<file path="config.mk">
export PLATFORM = sky130hd
export DESIGN_NAME = matmul_mac_sequencer
export DESIGN_NICKNAME = d
export VERILOG_FILES = /design/src/rtl/matmul_mac_sequencer.sv
export SDC_FILE = /design/constraint.sdc
export NUM_CORES = 1
export LEC_CHECK = 0
export CORE_UTILIZATION = 49
export DETAILED_ROUTE_END_ITERATION = 16
export PLACE_DENSITY = 0.76
export SETUP_SLACK_MARGIN = 0.1
export SYNTH_ARGS = -nofsm -noshare
export SYNTH_HDL_FRONTEND = slang
export SYNTH_HIERARCHICAL = 1
export SYNTH_SLANG_ARGS = --single-unit
</file>
<file path="constraint.sdc">
create_clock -name clk -period 4.26 [get_ports clk]
set_input_delay 0.852 -clock clk [delete_from_list [all_inputs] [get_ports clk]]
set_output_delay 0.852 -clock clk [all_outputs]
set_load 0.05 [all_outputs]
</file>
<file path="src/rtl/matmul_mac_sequencer.sv">
// matmul_mac_sequencer: computes C = A*B for NxN matrices of 4-bit unsigned
// elements by time-multiplexing one Four_B_Multiplier, one MAC per cycle.
// Operands are captured on start; results are published with a done pulse.
//
// Optional build macro: MATMUL_MULT_PIPE_EN
//   When defined, a register stage sits on the multiplier output. The
//   accumulator then consumes each product one cycle after issue, using
//   delayed i/j indices, and RUN takes one extra cycle to drain the last
//   product. Results are identical; done arrives one cycle later.
//
// Handshake: start is a level sampled only while IDLE; one sample launches
// one product. done is a single-cycle pulse coinciding with the cycle in
// which the new C_flat is first visible. busy is high whenever not IDLE.

// Shared 4x4 -> 8 bit unsigned multiplier.
module Four_B_Multiplier (
    input  logic [3:0] a_i,
    input  logic [3:0] b_i,
    output logic [7:0] p_o
);
    assign p_o = {4'b0000, a_i} * {4'b0000, b_i};
endmodule

module matmul_mac_sequencer #(
    parameter  int N     = 2,
    localparam int ACC_W = 8 + $clog2(N)
) (
    input  logic                   clk,
    input  logic                   rst_n,
    input  logic                   start,
    input  logic [N*N*4-1:0]       A_flat,
    input  logic [N*N*4-1:0]       B_flat,
    output logic                   busy,
    output logic                   done,
    output logic [N*N*ACC_W-1:0]   C_flat,
    output logic [1:0]             dbg_state
);

    localparam int OP_W  = N * N * 4;
    localparam int C_W   = N * N * ACC_W;
    localparam int IDX_W = $clog2(N);
    localparam logic [IDX_W-1:0] LAST = IDX_W'(N - 1);
    localparam logic [IDX_W-1:0] ONE  = IDX_W'(1);

    typedef enum logic [1:0] {
        S_IDLE = 2'd0,
        S_RUN  = 2'd1,
        S_DONE = 2'd2
    } state_t;

    state_t             state_q, state_d;
    logic [OP_W-1:0]    a_q, a_d;
    logic [OP_W-1:0]    b_q, b_d;
    logic [C_W-1:0]     acc_q, acc_d;
    logic [C_W-1:0]     c_q, c_d;
    logic [IDX_W-1:0]   i_q, i_d;
    logic [IDX_W-1:0]   j_q, j_d;
    logic [IDX_W-1:0]   k_q, k_d;

    logic [3:0]         a_sel;
    logic [3:0]         b_sel;
    logic [7:0]         mult_p;
    logic               issue;
    logic               last_idx;

    // Accumulate-side view: which product lands in which accumulator.
    logic               mac_v;
    logic [IDX_W-1:0]   mac_i;
    logic [IDX_W-1:0]   mac_j;
    logic [7:0]         mac_p;

`ifdef MATMUL_MULT_PIPE_EN
    logic [7:0]         prod_q, prod_d;
    logic               pv_q, pv_d;
    logic [IDX_W-1:0]   pi_q, pi_d;
    logic [IDX_W-1:0]   pj_q, pj_d;
    logic               drain_q, drain_d;
`endif

    // Operand selection from the captured copies for the current (i,j,k).
    always_comb begin
        a_sel = a_q[(int'(i_q) * N + int'(k_q)) * 4 +: 4];
        b_sel = b_q[(int'(k_q) * N + int'(j_q)) * 4 +: 4];
    end

    Four_B_Multiplier u_mult (
        .a_i (a_sel),
        .b_i (b_sel),
        .p_o (mult_p)
    );

    // Issue qualification and product routing into the accumulator bank.
    always_comb begin
        last_idx = (i_q == LAST) && (j_q == LAST) && (k_q == LAST);
`ifdef MATMUL_MULT_PIPE_EN
        issue = (state_q == S_RUN) && !drain_q;
        mac_v = pv_q;
        mac_i = pi_q;
        mac_j = pj_q;
        mac_p = prod_q;
`else
        issue = (state_q == S_RUN);
        mac_v = issue;
        mac_i = i_q;
        mac_j = j_q;
        mac_p = mult_p;
`endif
    end

    // Next-state logic: FSM transitions, index walk, accumulation, publish.
    always_comb begin
        state_d = state_q;
        a_d     = a_q;
        b_d     = b_q;
        acc_d   = acc_q;
        c_d     = c_q;
        i_d     = i_q;
        j_d     = j_q;
        k_d     = k_q;
`ifdef MATMUL_MULT_PIPE_EN
        prod_d  = mult_p;
        pv_d    = 1'b0;
        pi_d    = i_q;
        pj_d    = j_q;
        drain_d = drain_q;
`endif

        if (mac_v) begin
            acc_d[(int'(mac_i) * N + int'(mac_j)) * ACC_W +: ACC_W] =
                acc_q[(int'(mac_i) * N + int'(mac_j)) * ACC_W +: ACC_W]
                + {{(ACC_W - 8){1'b0}}, mac_p};
        end

        case (state_q)
            S_IDLE: begin
                if (start) begin
                    a_d     = A_flat;
                    b_d     = B_flat;
                    acc_d   = '0;
                    i_d     = '0;
                    j_d     = '0;
                    k_d     = '0;
                    state_d = S_RUN;
`ifdef MATMUL_MULT_PIPE_EN
                    drain_d = 1'b0;
`endif
                end
            end

            S_RUN: begin
                if (issue) begin
                    // k innermost, then j, then i; all wrap to 0 after the last MAC.
                    if (k_q == LAST) begin
                        k_d = '0;
                        if (j_q == LAST) begin
                            j_d = '0;
                            i_d = (i_q == LAST) ? '0 : i_q + ONE;
                        end else begin
                            j_d = j_q + ONE;
                        end
                    end else begin
                        k_d = k_q + ONE;
                    end
`ifdef MATMUL_MULT_PIPE_EN
                    pv_d = 1'b1;
                    if (last_idx) begin
                        drain_d = 1'b1;
                    end
`else
                    if (last_idx) begin
                        // acc_d already holds the final MAC, so C is complete.
                        c_d     = acc_d;
                        state_d = S_DONE;
                    end
`endif
                end
`ifdef MATMUL_MULT_PIPE_EN
                if (drain_q) begin
                    // Last product has just been folded in via the pipe stage.
                    c_d     = acc_d;
                    drain_d = 1'b0;
                    state_d = S_DONE;
                end
`endif
            end

            S_DONE: begin
                state_d = S_IDLE;
            end

            default: begin
                state_d = S_IDLE;
            end
        endcase
    end

    // State and datapath registers with synchronous active-low reset.
    always_ff @(posedge clk) begin
        if (!rst_n) begin
            state_q <= S_IDLE;
            a_q     <= '0;
            b_q     <= '0;
            acc_q   <= '0;
            c_q     <= '0;
            i_q     <= '0;
            j_q     <= '0;
            k_q     <= '0;
        end else begin
            state_q <= state_d;
            a_q     <= a_d;
            b_q     <= b_d;
            acc_q   <= acc_d;
            c_q     <= c_d;
            i_q     <= i_d;
            j_q     <= j_d;
            k_q     <= k_d;
        end
    end

`ifdef MATMUL_MULT_PIPE_EN
    // Multiplier output stage with the indices that travel alongside it.
    always_ff @(posedge clk) begin
        if (!rst_n) begin
            prod_q  <= '0;
            pv_q    <= 1'b0;
            pi_q    <= '0;
            pj_q    <= '0;
            drain_q <= 1'b0;
        end else begin
            prod_q  <= prod_d;
            pv_q    <= pv_d;
            pi_q    <= pi_d;
            pj_q    <= pj_d;
            drain_q <= drain_d;
        end
    end
`endif

    assign busy      = (state_q != S_IDLE);
    assign done      = (state_q == S_DONE);
    assign C_flat    = c_q;
    assign dbg_state = state_q;

endmodule
</file>
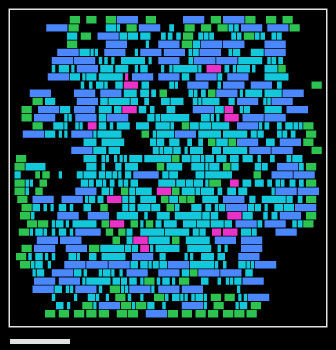
Figure 1: cell classes on the final placement.
Bar = 20 um.
Key: other buffers and delay cells = green [cells 104]; clock drivers and dummy loads = magenta [cells 16]; all other logic = cyan [cells 411]; flops = blue [cells 109]

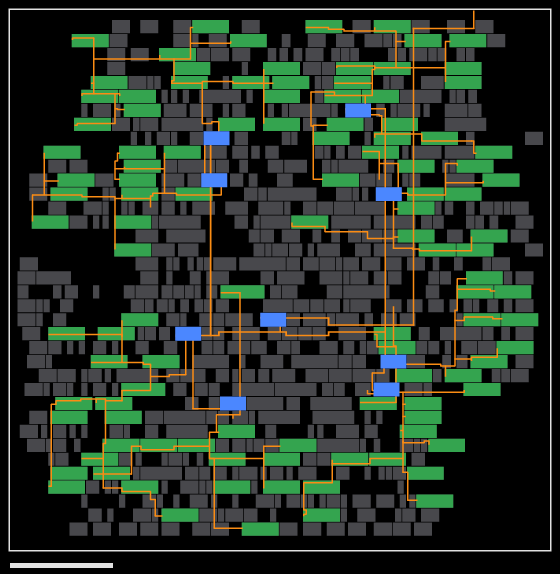
Figure 2: clock network drawn from the DEF.
Bar = 20 um.
Key: clock wires = orange [length 1180 um]; cells driving clock nets = blue [count 9]; flip-flops = green [count 109]
There are 10 routed clock nets. Position of the flops: all over the die.

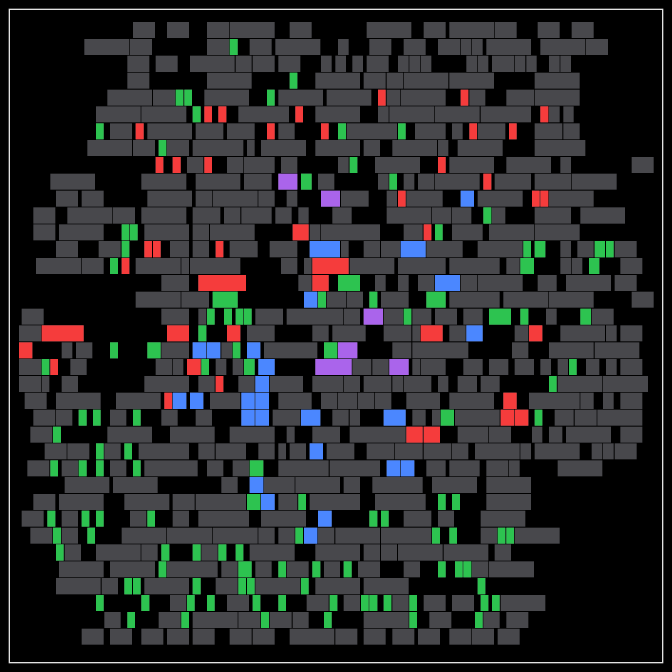
Figure 3: gate families picked out.
Key: XOR/XNOR gates = purple [cells 6, most used xor2_1, where middle]; NOR gates = red [cells 43, most used nor2_1]; AND and OR gates = blue [cells 26, most used and2_1]; NAND gates = green [cells 117, most used nand2_1, where all over the die]
multi-input gate share of total cell area: 46.6%
count of non-filler cells in the finished layout: 776
Top cell excl fill/tap: dfxtp_1

==> run notes <==
Notes from the flow run.

Routing:
- The run puts the amount of wire on met3 after detailed routing at 647 um.
- The run puts the post-route antenna net violation count at 0.
- The run gives the wire length per cell after detailed routing as ~17 um.
- The run gives the DRC violations left as 0.

Worst setup path:
- The run puts the logic depth of the worst setup path including buffers at 15.
- The worst setup path is captured at a flip-flop.
- Traced cell by cell, the critical path runs through buf_4 > mux4_2 > and2_4 > fa_1 > ha_1 > ha_1 > o21ai_1 > or4b_1 > o2111ai_2 > ha_4 > a21oi_2 > o21ai_1 > or3_4 > a32oi_2 > a21oi_2.
- The run puts the flop-to-flop setup slack at -80 ps.
- In this run the critical register-to-register path is launched from k_q.
- Following the worst setup path forward leads to its endpoint at C_flat[26].
- The run gives the endpoint of the worst-slack reg-to-reg timing path as C_flat[26].
- The run puts the data required time of the critical path at 4520 ps.
- The kind of cell with the highest combined delay along the critical path is adder cells.

Yosys:
- Once synthesis finished, the tally of register bits stood at roughly 110.
- Summed over its instances, the top area cell type makes up a little over two fifths of the synthesized netlist area.
- For this design, Yosys synthesis ends with a cell count of between 500 and 600.
- The run gives the chip area estimate from yosys synthesis as ~5200 um2.
- The run gives the dominant cell by count in the synthesized netlist as dfxtp_1.
- The run gives the cell type contributing the most total cell area after synthesis as dfxtp_1.
- Of all flip-flops after synthesis, the portion carrying an async set or reset was 0%.
- The run gives the number of synthesized flops with an enable pin as 0.
- The run puts the post-synthesis cell count at 555.
- The run puts the area of the mapped netlist at 5220 um2.
- By area the synthesized netlist is led by dfxtp_1, nand2_1, mux4_2.
- The synthesis report lists the Yosys warning total as 6.
- In this run the mean area of a mapped cell was 9.41 um2.
- The run gives the most common flop cell mapped by yosys as dfxtp_1.

Run status:
- The flow ran to the end, but the final reports show violations.
- The checks that failed: negative setup slack.

Pwr:
- The run puts the combinational fraction of design power at 10.8%.
- The run puts the total net switching power at ~0.00048 W.
- In this run, the clock network consumes 32.2% of the power.
- The run gives the maximum vdd ir drop as around 220 uV.
- The run gives the switching part of the total as 25.9%.

Final timing:
- The run gives the post-route worst setup slack as -78.3 ps.
- The run gives the final count of hold timing violations as 0.
- The final timing report counts setup violations totalling 6.
- For the finished layout, the period the worst path requires is between 4000 and 5000 ps.
- The worst path uses 102% of the clock period.
- The run puts the smallest hold slack at approximately 460 ps.

Floorplanning:
- The run gives the area of the chip as roughly 11000 um2.
- The run gives the I/O pin count as around 75.
- The run gives the core footprint as ~10000 um2.

Finish:
- The run puts the total of fill cells in the finished design at between 800 and 900.
- The run puts the share of cells above drive strength 1 at a little under a fifth.
- The library cells used most frequently in the layout, excluding fill and tap cells, are dfxtp_1, nand2_1, clkdlybuf4s50_1.

Clock tree:
- The run puts the number of hold-repair buffers added at the cts stage at 0.
- The run gives the insertion delay at the late pin of the worst-skew pair as 370 ps.
- Per the repair_timing log after CTS, setup buffers inserted total 1.
- The run gives the level count of the clock H-tree as 3.
- The run puts the maximum count of clock buffers along a single path at 2.

Global routing:
- The number of global-route vias before repair came to around 4400.
- The run puts the largest net degree at the start of global routing at 75.
- The run gives the global-route track usage on met1 as 31.9%.
- The run puts the overall routing resource usage at about a quarter.
- The run gives the routing usage on met3 as roughly 3.8%.
- The run puts the met2 track utilization from global routing at 40.3%.

Place:
- The run puts the number of placed instances, taps included at about 760.
- The run gives the total cell area at the placement stage as roughly 6200 um2.

Min path:
- The run gives the class of the tightest hold or removal check as reg -> reg.
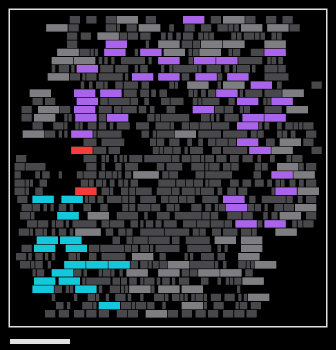
Figure 4: sequential cells grouped by signal name.
Bar = 20 um. Other sequential cells in the stronger grey, the rest of the logic in the fainter grey.
Key: acc_q = purple [sequential cells 36]; dbg_state = red [sequential cells 2]; a_q = cyan [sequential cells 16, where bottom left]
Another 55 sequential cells are not coloured.

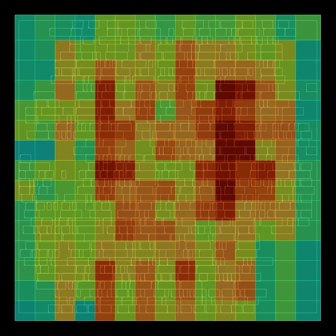
Figure 5: routing congestion map.
global routing's busiest layer: met2
post-route core utilization: 64.4%

## flip-flops by register name (all words and copies together) (netlist names)
register	cells
acc_q	36
b_q	16
i_q	1
a_q	16
C_flat	36
dbg_state	2
k_q	1
j_q	1
## cell type report
class	instances	share of cell area, %
clock buffers	11	2.13
multi-input cells	401	46.6
repair buffers	104	14.5
inverters	10	0.565
well taps	136	2.56
clock inverters	5	0.659
flip-flops and latches	109	32.9
## logic make-up (layout without fill, tap and decap cells)
family          after synthesis  in the layout  synth area share [%]
flops                       109            109                  41.8
fa+ha+maj                    30             30                  7.90
buf+inv                      45            130                  3.64
xor+xnor                      6              6                  1.01
simple gates                186            186                  16.7
mux                          18             18                  7.52
compound gates              161            161                  21.4
Power figures rest on the tool's default switching activity, not on a simulated workload.
